Run 1, gate-type map:
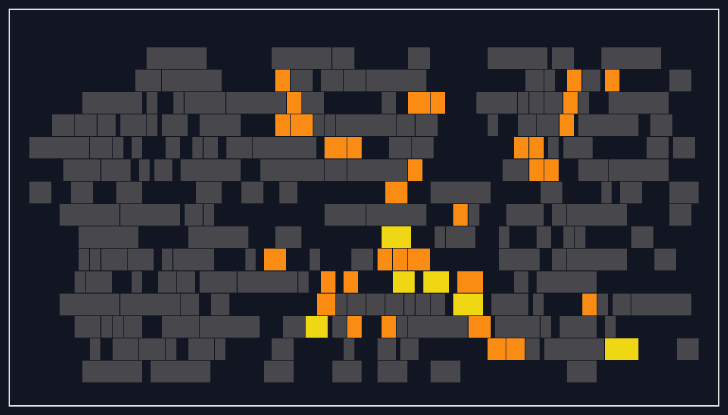
Run 1, I/O nets highlighted:
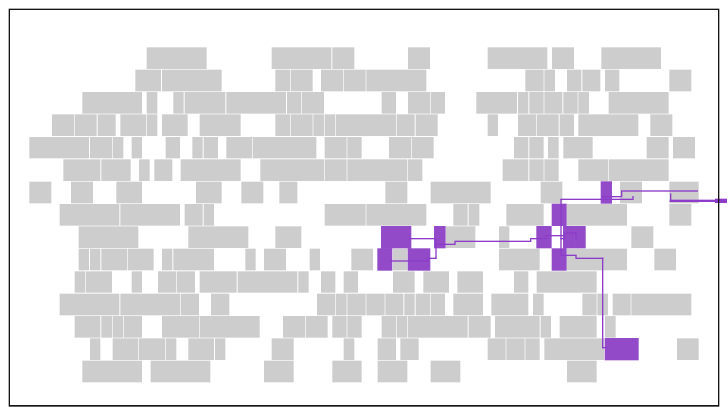
Run 1, clock wires, drivers and flops:
The bar under the picture is 20 um long.
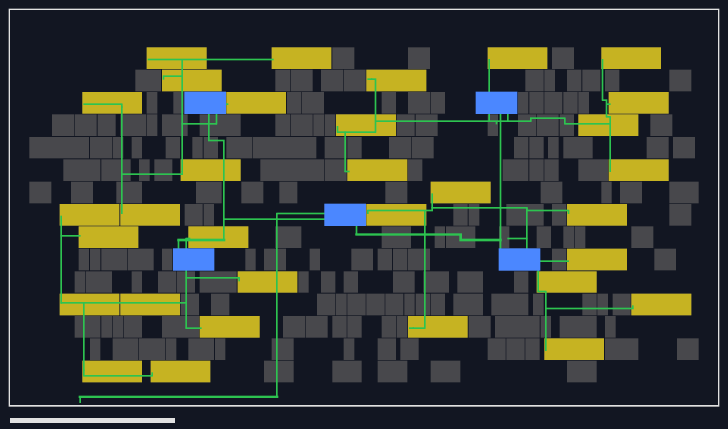
==> src/rtl/beat_sequencer_ctrl.sv <==
// Run/stop controller around the one-hot instruction beat ring: start, single-step, halt,
// stall hold with a watchdog, and a retired-instruction-cycle counter.
module beat_sequencer_ctrl #(
  parameter int NBEATS    = 4,
  parameter int CNT_W     = 16,
  parameter int STALL_W   = 8,
  parameter int MAX_STALL = 200
) (
  input  logic              clk,
  input  logic              rst,
  input  logic              start,
  input  logic              step,
  input  logic              halt,
  input  logic              stall,
  input  logic              fault_clr,
  output logic [NBEATS-1:0] t,
  output logic              cycle_done,
  output logic              busy,
  output logic              fault,
  output logic [CNT_W-1:0]  instr_cnt
);

  typedef enum logic [1:0] {
    ST_IDLE,
    ST_RUN,
    ST_STEP,
    ST_FAULT
  } state_e;

  localparam logic [NBEATS-1:0]  BEAT0      = NBEATS'(1);
  localparam logic [STALL_W-1:0] STALL_LAST = STALL_W'(MAX_STALL > 0 ? MAX_STALL - 1 : 0);
  localparam bit                 WD_ENABLE  = (MAX_STALL > 0);

  state_e             state, state_d;
  logic [NBEATS-1:0]  t_d;
  logic [CNT_W-1:0]   cnt_d;
  logic [STALL_W-1:0] stall_cnt, stall_cnt_d;
  logic               halt_pend, halt_pend_d;
  logic               fault_d;
  logic               last_beat;
  logic               wd_trip;

  assign busy       = (state == ST_RUN) || (state == ST_STEP);
  assign last_beat  = t[NBEATS-1];
  assign cycle_done = busy & last_beat & ~stall;
  // Fires on the MAX_STALL-th consecutive stalled edge.
  assign wd_trip    = WD_ENABLE && stall && (stall_cnt == STALL_LAST);

  always_comb begin
    // NOTE: every signal driven here gets a default first, so no path can infer a latch.
    state_d     = state;
    t_d         = t;
    cnt_d       = instr_cnt;
    stall_cnt_d = stall_cnt;
    halt_pend_d = halt_pend;
    fault_d     = fault;

    unique case (state)
      ST_IDLE: begin
        if (start) begin
          state_d = ST_RUN;
          t_d     = BEAT0;
        end else if (step) begin
          state_d = ST_STEP;
          t_d     = BEAT0;
        end
      end

      ST_RUN, ST_STEP: begin
        if (stall) begin
          if (wd_trip) begin
            state_d     = ST_FAULT;
            t_d         = '0;
            fault_d     = 1'b1;
            halt_pend_d = 1'b0;
            stall_cnt_d = '0;
          end else begin
            stall_cnt_d = stall_cnt + 1'b1;
            if (state == ST_RUN && halt && !last_beat) halt_pend_d = 1'b1;
          end
        end else begin
          stall_cnt_d = '0;
          if (last_beat) begin
            cnt_d = instr_cnt + 1'b1;
            if (state == ST_STEP || halt_pend || halt) begin
              state_d     = ST_IDLE;
              t_d         = '0;
              halt_pend_d = 1'b0;
            end else begin
              t_d = BEAT0;
            end
          end else begin
            t_d = {t[NBEATS-2:0], 1'b0};
            if (state == ST_RUN && halt) halt_pend_d = 1'b1;
          end
        end
      end

      ST_FAULT: begin
        if (fault_clr) begin
          state_d = ST_IDLE;
          fault_d = 1'b0;
        end
      end

      default: state_d = ST_IDLE;
    endcase
  end

  always_ff @(posedge clk) begin
    // NOTE: state registers use non-blocking assignments so every flop samples pre-edge values.
    if (!rst) begin
      state     <= ST_IDLE;
      t         <= '0;
      instr_cnt <= '0;
      stall_cnt <= '0;
      halt_pend <= 1'b0;
      fault     <= 1'b0;
    end else begin
      state     <= state_d;
      t         <= t_d;
      instr_cnt <= cnt_d;
      stall_cnt <= stall_cnt_d;
      halt_pend <= halt_pend_d;
      fault     <= fault_d;
    end
  end

endmodule

==> config.mk <==
export PLATFORM = sky130hd
export DESIGN_NAME = beat_sequencer_ctrl
export DESIGN_NICKNAME = d
export VERILOG_FILES = /design/src/rtl/beat_sequencer_ctrl.sv
export SDC_FILE = /design/constraint.sdc
export NUM_CORES = 1
export LEC_CHECK = 0
export CAP_MARGIN = 20
export CORE_AREA = 2 2 84 46
export CTS_CLUSTER_SIZE = 24
export DETAILED_ROUTE_END_ITERATION = 7
export DIE_AREA = 0 0 86 48
export PLACE_DENSITY_LB_ADDON = 0.05
export SLEW_MARGIN = 20
export SYNTH_ARGS = -nofsm -noshare
export SYNTH_HDL_FRONTEND = slang
export SYNTH_SLANG_ARGS = --single-unit
export TNS_END_PERCENT = 30
==> constraint.sdc <==
create_clock -name clk -period 2.55 [get_ports clk]
set_input_delay 0.255 -clock clk [delete_from_list [all_inputs] [get_ports clk]]
set_output_delay 0.255 -clock clk [all_outputs]
set_load 0.1 [all_outputs]
==> run summary, run 1 <==
Implementation results

The fraction of the mapped netlist area in adder cells is 0.0468. The sequential portion of the cell area is 0.323. Per the OpenROAD timing report, the critical path contains 6 cells. Counting flops and latches in the post-synthesis netlist gives 32.

As reported, the later end of the worst-skew pair has a clock insertion delay of 0.28 ns. For met2 alone, demand over resource in global routing was 0.282. Before CTS, the worst setup slack after placement is 0.295 ns. Of the cells placed in the final design, the portion with a size suffix greater than 1 is 0.189.

The number of inverters outside the clock class in the layout is 8. Per the timing report, the most critical flop-to-flop path originates at state[0]. The area fraction of clock buffers and clock inverters is 0.0455. The met2 wirelength from detailed routing is 1.49 mm. The routed design shows a via density per instance of 5.57. The kind of end point of the critical path is a flop.

After filler insertion, the fill cell instance count of the layout stands at 299. The sink count of the clock tree is 32. The floorplan report lists the tap cell count as 42.

The number of nets handed over by synthesis was 197. The number of iterations in the first detailed-routing pass is 4. 0 antenna diodes ended up in the layout. The final weighted congestion in routability-driven placement is 0.847. For this run, global-route usage on met3 was measured as 0.0517. The worst min-delay path startpoint is t[0]. The die covers 4130 sq um. The power per unit of standard cell area is 870 nW/um^2.

The library cells used most frequently in the layout, excluding fill and tap cells, are dfxtp_1, buf_4, nor2_1. The count of nets after finishing is 229. Once layout is done, the placed cells without fillers occupy 1980 sq um. STA shows the worst reg2reg path with a cell count of 6. The highest supply drop recorded on VDD is 0.000325 V.

Internal power comes to 995 uW. The multi-input gate share of the layout cell area is 0.458. The cell-mix breakdown from Yosys lists the XOR/XNOR area share as 0.0709. In this run, CTS created clock tree buffers numbering 5. Summing all multiplexer cells gives an area fraction of 0.0249. Of the total power, the share spent switching nets is 0.422. The flow ran to the end, and the final reports show no timing, DRC or antenna violations. The top power consumer group is combinational logic. At the worst endpoint, the arrival time is 2.50 ns. The leakage component of the power is 0.000786 uW.

By area, the combinational part of the netlist is dominated by simple AND/OR/NAND/NOR gates. In this run the vertical extent of the chip is 48 um. The largest buffer count on any clock path is 2. Following the worst setup path forward leads to its endpoint at instr_cnt[13]. The average routed wire per standard cell is 14.0 um. In this run the worst setup path begins at state[0]. The largest clock skew in the final design is 0.00528 ns.

Across the run, the number of max-cap violations was 0. The synthesized netlist cell count is 184. instr_cnt holds more flip-flops than any other register. The yosys stat chip area is 1610 sq um. The share of total power dissipated in combinational logic is 0.435.

The flip-flop and latch power is 578 uW. In the final report, the number of pins over their slew limit comes to 0. The total of cells resized after clock tree synthesis is 0. The finished layout reports a core utilization of 0.596. Hold timing on the final database bottoms out at a slack of 0.474 ns. Per report_power, the Clock row totals 396 uW. The post-synthesis compound-gate area fraction is 0.153. In the post-synthesis netlist, the biggest area contributors are dfxtp_1, ha_1, a21oi_1. The highest routed metal layer is met3. The number of placement rows is 15. The family of cells with the greatest summed delay on the critical path is simple AND/OR/NAND/NOR gates.

The HPWL after detailed placement is 2.69 mm. The fraction of post-synthesis cell area in the top cell type by area is 0.399. The clock transition at the register clock pins on the worst setup and hold paths after CTS is 0.07 ns.

The flip-flop and latch area is 641 sq um. Entering global routing, the biggest net connects 20 pins. The peak per-stage delay on the critical path is 0.54 ns. STA puts the critical path data required time at 2.74 ns. The total of plain and repair buffers excluding clock buffers is 31. Counting the warning lines in the Yosys log gives 0. In the final routing, the length of wire on met1 measures 1.95 mm. According to the floorplan report, the placeable core area is 3320 sq um. The biggest area consumer among synthesized cells is dfxtp_1. The setup violation total in the final timing report is 0.

The overall routing resource usage is 0.195. The standard cell area after detailed placement is 1890 sq um. Per the timing report, the most critical flop-to-flop path finishes at instr_cnt[13]. The net switching power in the latest report is 728 uW. Detailed routing inserted a total of 1442 vias. The initial antenna violation count is 0. The final timing report lists a hold violation count of 0. Setup repair after global routing left no endpoint under its margin. The most common cell in the synthesized netlist is dfxtp_1. The number of cells in the finished layout apart from fillers is 259. The slew at the pin with the worst max-slew slack is 0.631 ns. The proportion of register bits with asynchronous set or reset after synthesis is 0. The design draws 1720 uW. Clock buffers in the final layout number 8. The critical-path cell with the highest stage delay is or4_1. The total number of multi-input combinational cells is 138. Of the synthesized area, sequential elements account for 0.399. Per STA, the worst path is made up of inv_1 -> ha_2 -> and3b_1 -> nand4_4 -> or4_1 -> a21oi_1. The cell area after synthesis is 1610 sq um. The number of post-CTS setup repair buffers is 0. Summed over all layers, the global routing overflow is 0.

The wire length on met3 is 193 um. The simple-gate area share of the yosys netlist is 0.268. The detail route stage leaves a number of antenna-violating nets equal to 0. During I/O placement, the number of pins put on the boundary was 30. Per the post-synthesis stats, the area per cell is 8.72 sq um.

The share of the core area taken by cells at floorplan is 0.483. The share of total power dissipated in sequential elements is 0.335. The footprint of the multi-input gates is 907 sq um. The final period demand of the worst path is 2.30 ns. Once placement completed, the tool counted placed cells totaling 251. The worst relative slew slack is 0.578. For reference, the most critical setup path is categorized as flop to flop. The sequential cell count is 32.

The hold path depth is 2. The cell class with the largest area share is logic gates. The met1 usage is 0.275. Together, buffers and inverters on the worst path number 1. Per the timing report, the biggest fanout along the worst path comes to 15. The synthesized netlist contains 41 unique library cells. Per the CTS log, the root buffer master is clkbuf_8. The commonest cells after synthesis are dfxtp_1, nor2_1, a21oi_1, nand2_1, nand3_1. In the synthesized netlist the dominant register cell turns out to be dfxtp_1.
## Picture notes: 'gate-type map'
Key: aoi and oai cells = orange [cells 33, most used a21oi_1]; non-inverting ao/oa cells = yellow [cells 6, most used a21o_1, where south]

## Picture notes: 'I/O nets highlighted'
Key: `rst` = purple [bits 1, direction input, edge east, end cells 11, buffers 2, wire 82.3 um]

## Picture notes: 'clock wires, drivers and flops'
Key: clock wires = green [length 424 um]; flip-flops = yellow [count 32]; clock-net drivers = blue [count 5]
There are 6 routed clock nets. Position of the flops: spread over the die.

--- run 2 (diff from run 1) ---
Settings changed: CORE_AREA 2 2 84 46 to 2 2 87 47, DIE_AREA 0 0 86 48 to 0 0 89 49, HOLD_SLACK_MARGIN set to 0.02.
Clock period 2.55 ns to 2 ns, I/O delays scaled along.
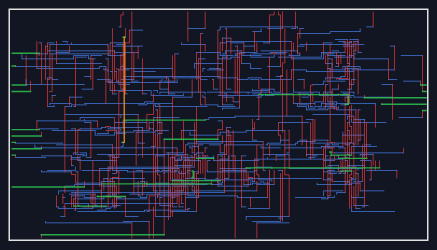
Run 2: routed metal, one colour a layer
Key: M2 = red [wire length 1580 um]; M1 = blue [wire length 1940 um]; M3 = green [wire length 245 um]; M4 = orange [wire length 22.4 um]

==> run 2 against run 1 <==
  * Sequential power increased by 28%
  * Worst hold slack worse by 0.0056 ns
  * Synthesized area unchanged
  * Combinational power grew 44%
  * First-iteration DRC count fell by 29%
  * Design area is 5.1% higher
  * Sequential share of layout area fell by 0.85 points
==> run summary, run 2 <==
Implementation results

The width of the die is 89 um. The proportion of register bits with asynchronous set or reset after synthesis was 0 (unchanged). The final timing report gives a worst setup slack of 0.0893 ns. The sequential cell count is 32 (unchanged). The number of inverters outside the clock class in the layout was 8 (unchanged). The commonest register cell after synthesis is dfxtp_1.

The xor/xnor share of the synthesized area is 0.0709 (unchanged). The source-to-sink clock delay at the later pin of the worst-skew pair was 0.28 ns (about the same). The final weighted congestion in routability-driven placement is 0.881 (+4.0%). The biggest area consumer among synthesized cells is dfxtp_1. The count of cell types in the netlist is 41 (unchanged). The dominant kind of combinational cell is simple AND/OR/NAND/NOR gates.

The worst setup path is captured at a flop. The multi-input gate share of the layout cell area is 0.441 (-0.0169). The total cells reported by yosys after synthesis is 184. The met2 wirelength from detailed routing is 1.58 mm (+5.9%). The largest registers in the layout are instr_cnt (16), stall_cnt (8), t (4).

The via-per-instance ratio came to 5.36 (-3.8%). The flip-flop and latch power came to 741 uW (+28%). The number of cells in the finished layout apart from fillers is 275 (+6.2%).

The number of inserted diodes is 0 (unchanged). The synthesized netlist cell count is 184 (unchanged). The number of iterations in the first detailed-routing pass is 4 (unchanged). The cell chosen for the clock root is clkbuf_8. The number of max-cap violations is 0 (unchanged). The required time of the worst setup path is 2.16 ns (-0.58 ns). The sum of routed wire segments on met1 is 1.94 mm (-0.62%).

TritonCTS built the clock tree. The final period demand of the worst path was 1.91 ns (-0.392 ns). The buffering stage count on the worst path with inverters included is 2 (+1). The number of global-route vias before repair is 1350. The count of nets after finishing is 233 (+1.7%). The routing usage on met2 is 0.249 (-0.0334). The multiplexer share of the synthesized area came to 0.0249 (unchanged). The flip-flop and latch area is 656 sq um (+2.3%). The mean area per synthesized cell is 8.72 sq um (unchanged).

The final non-filler cell area was 2080 sq um (+5.1%). The number of warnings printed during yosys synthesis is 0 (unchanged). The non-clock buffer area fraction after layout is 0.145. The sink count of the clock tree is 32 (unchanged). The global-route met3 utilization is 0.0677 (+0.0160). The sequential cell area fraction in the yosys report was 0.399 (unchanged). The ratio of cells with drive above 1 in the final layout was 0.276 (+0.0871).

The share of total power consumed by net switching was 0.401 (-0.0217). The power consumption is 2440 uW (+41%). The cell count after placement is 267 (+6.4%). The via count of the routed design came to 1473 (+2.1%).

The yosys stat chip area is 1610 sq um (unchanged). The area fraction of clock buffers and clock inverters is 0.0517 (+0.00620). The highest routed metal layer is met4. For reference, the critical path cell chain is inv_2 -> ha_4 -> buf_4 -> nor3b_1 -> a311o_1 -> nor4_1 -> nor3_1. The maximum number of pins on one net before global-route repair was 18 (-10%). The number of placement rows came to 16 (+1). The simple-gate area share of the yosys netlist is 0.268 (unchanged). The average routed wire per standard cell is 13.8 um (-1.9%). The largest buffer count on any clock path is 2 (unchanged). The clock distribution power is 613 uW (+55%). The starting utilization of the core area is 0.436 (-0.0474). The number of filler cells placed in the layout is 351 (+17%). The worst hold slack across all endpoints is 0.468 ns (-0.00560 ns). The residual antenna-violating net count after detailed routing is 0 (unchanged).

The setup violation total in the final timing report was 0 (unchanged). The peak per-stage delay on the critical path was 0.37 ns (-0.17 ns). The internal power of the cells is 1460 uW (+47%). The total CTS buffers was 5 (unchanged).

More flip-flops sit in one register than any other, and that register is instr_cnt. In the post-synthesis netlist, the cell with the most instances is dfxtp_1. The family of cells with the greatest summed delay on the critical path is simple AND/OR/NAND/NOR gates. The startpoint of the worst setup timing path is state[1]. The share of power burned in registers was 0.304 (-0.031). The H-tree depth is 2. The script parses the final routing iteration and logs DRC violations as 0.

The cell area after synthesis is 1610 sq um (unchanged). The total global routing overflow is 0 (unchanged). The critical path ends at state[0]. The total of plain and repair buffers excluding clock buffers is 35 (+13%). The placeable core region is 3680 sq um (+11%).

The HPWL after detailed placement is 2.89 mm (+7.6%). The maximum fanout along the worst path is 14 (-1). The total die size is 4360 sq um (+5.6%). Setup repair after global routing left no endpoint under its margin. The combinational power share is 0.444 (+0.009). The standard cell area after detailed placement was 1970 sq um (+4.4%).

The slew at the pin with the worst max-slew slack is 0.480 ns (-0.151 ns). The layer with the highest usage after global routing is met1. The sequential portion of the cell area is 0.315 (-0.00853).

The total number of multi-input combinational cells is 138 (unchanged). The setup slack at placement was 0.0693 ns (-0.226 ns). The power per unit of standard cell area is 1170 nW/um^2 (+34%). The number of nets at floorplan was 197 (unchanged).

The y dimension of the die is 49 um (+2.1%). Of all power groups, the one with the highest power is combinational logic. The wire length on met3 is 244 um (+26%). Hold analysis lists the worst path endpoint as t[0].

STA lists the startpoint of the worst hold path as t[0]. The tap cell count is 54 (+29%). The clock buffer count came to 6 (-2).

The footprint of the multi-input gates is 918 sq um (+1.2%). The overall routing resource usage is 0.196 (+0.00127). For the worst reg-to-reg path, the endpoint reported by OpenROAD is state[0].

The clock transition at the register clock pins on the worst setup and hold paths after CTS is 0.06 ns (about the same). The leakage component of the power is 0.000826 uW (+5.1%). The critical-path cell with the highest stage delay is a311o_1. The flip-flop and latch count after synthesis came to 32 (unchanged). In the layout the commonest cells are buf_4, dfxtp_1, nor2_1.

The worst relative slew slack was 0.679 (+0.100). STA lists the startpoint of the worst register-to-register path as state[1]. The utilization after layout is 0.565 (-0.0310).

The count of final max-slew check failures is 0 (unchanged). The count of final hold-check violations is 0 (unchanged). The number of post-CTS setup repair buffers is 0 (unchanged). The initial antenna violation count is 0 (unchanged). Yosys reports that the most numerous cell types are dfxtp_1, nor2_1, a21oi_1, nand2_1, nand3_1.

The run finished with clean final reports. The highest-count logic cell in the final layout is buf_4. The number of cells traversed by the worst register-to-register path is 7 (+1). The hold path depth is 2 (unchanged). The number of ports placed on the die boundary is 30 (unchanged). The worst IR drop on VDD is 0.00117 V (+260%). The fraction of the mapped netlist area in adder cells is 0.0468 (unchanged). The type of the worst setup path is flop to flop. The synthesis report lists the most area-consuming cells as dfxtp_1, ha_1, a21oi_1.

The first-pass GRT wire length is 6.42 mm. The cell class with the largest area share is logic gates. The number of gates on the worst path with buffers counted is 7 (+1).

The total of cells resized after clock tree synthesis is 0 (unchanged). The critical path arrival came to 2.07 ns (-0.43 ns). The post-synthesis compound-gate area fraction is 0.153 (unchanged). The fraction of post-synthesis cell area in the top cell type by area is 0.399 (unchanged).

The met1 usage is 0.294 (+0.0193). The power spent charging and discharging nets is 976 uW (+34%). The largest clock skew in the final design is 0.00678 ns (+0.00150 ns).
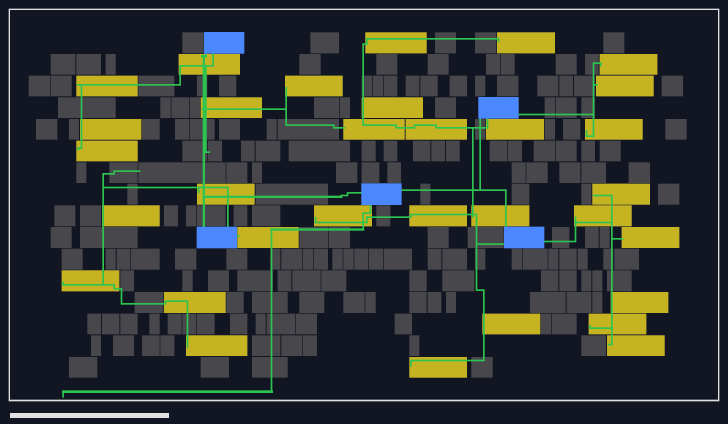
Run 2: clock wires, drivers and flops
The bar under the picture is 20 um long.
Key: flip-flops = yellow [count 32]; clock wires = green [length 462 um]; clock-net drivers = blue [count 5]
Position of the flops: spread over the die.

No activity file was given, so power comes from the tool's default toggle rates.
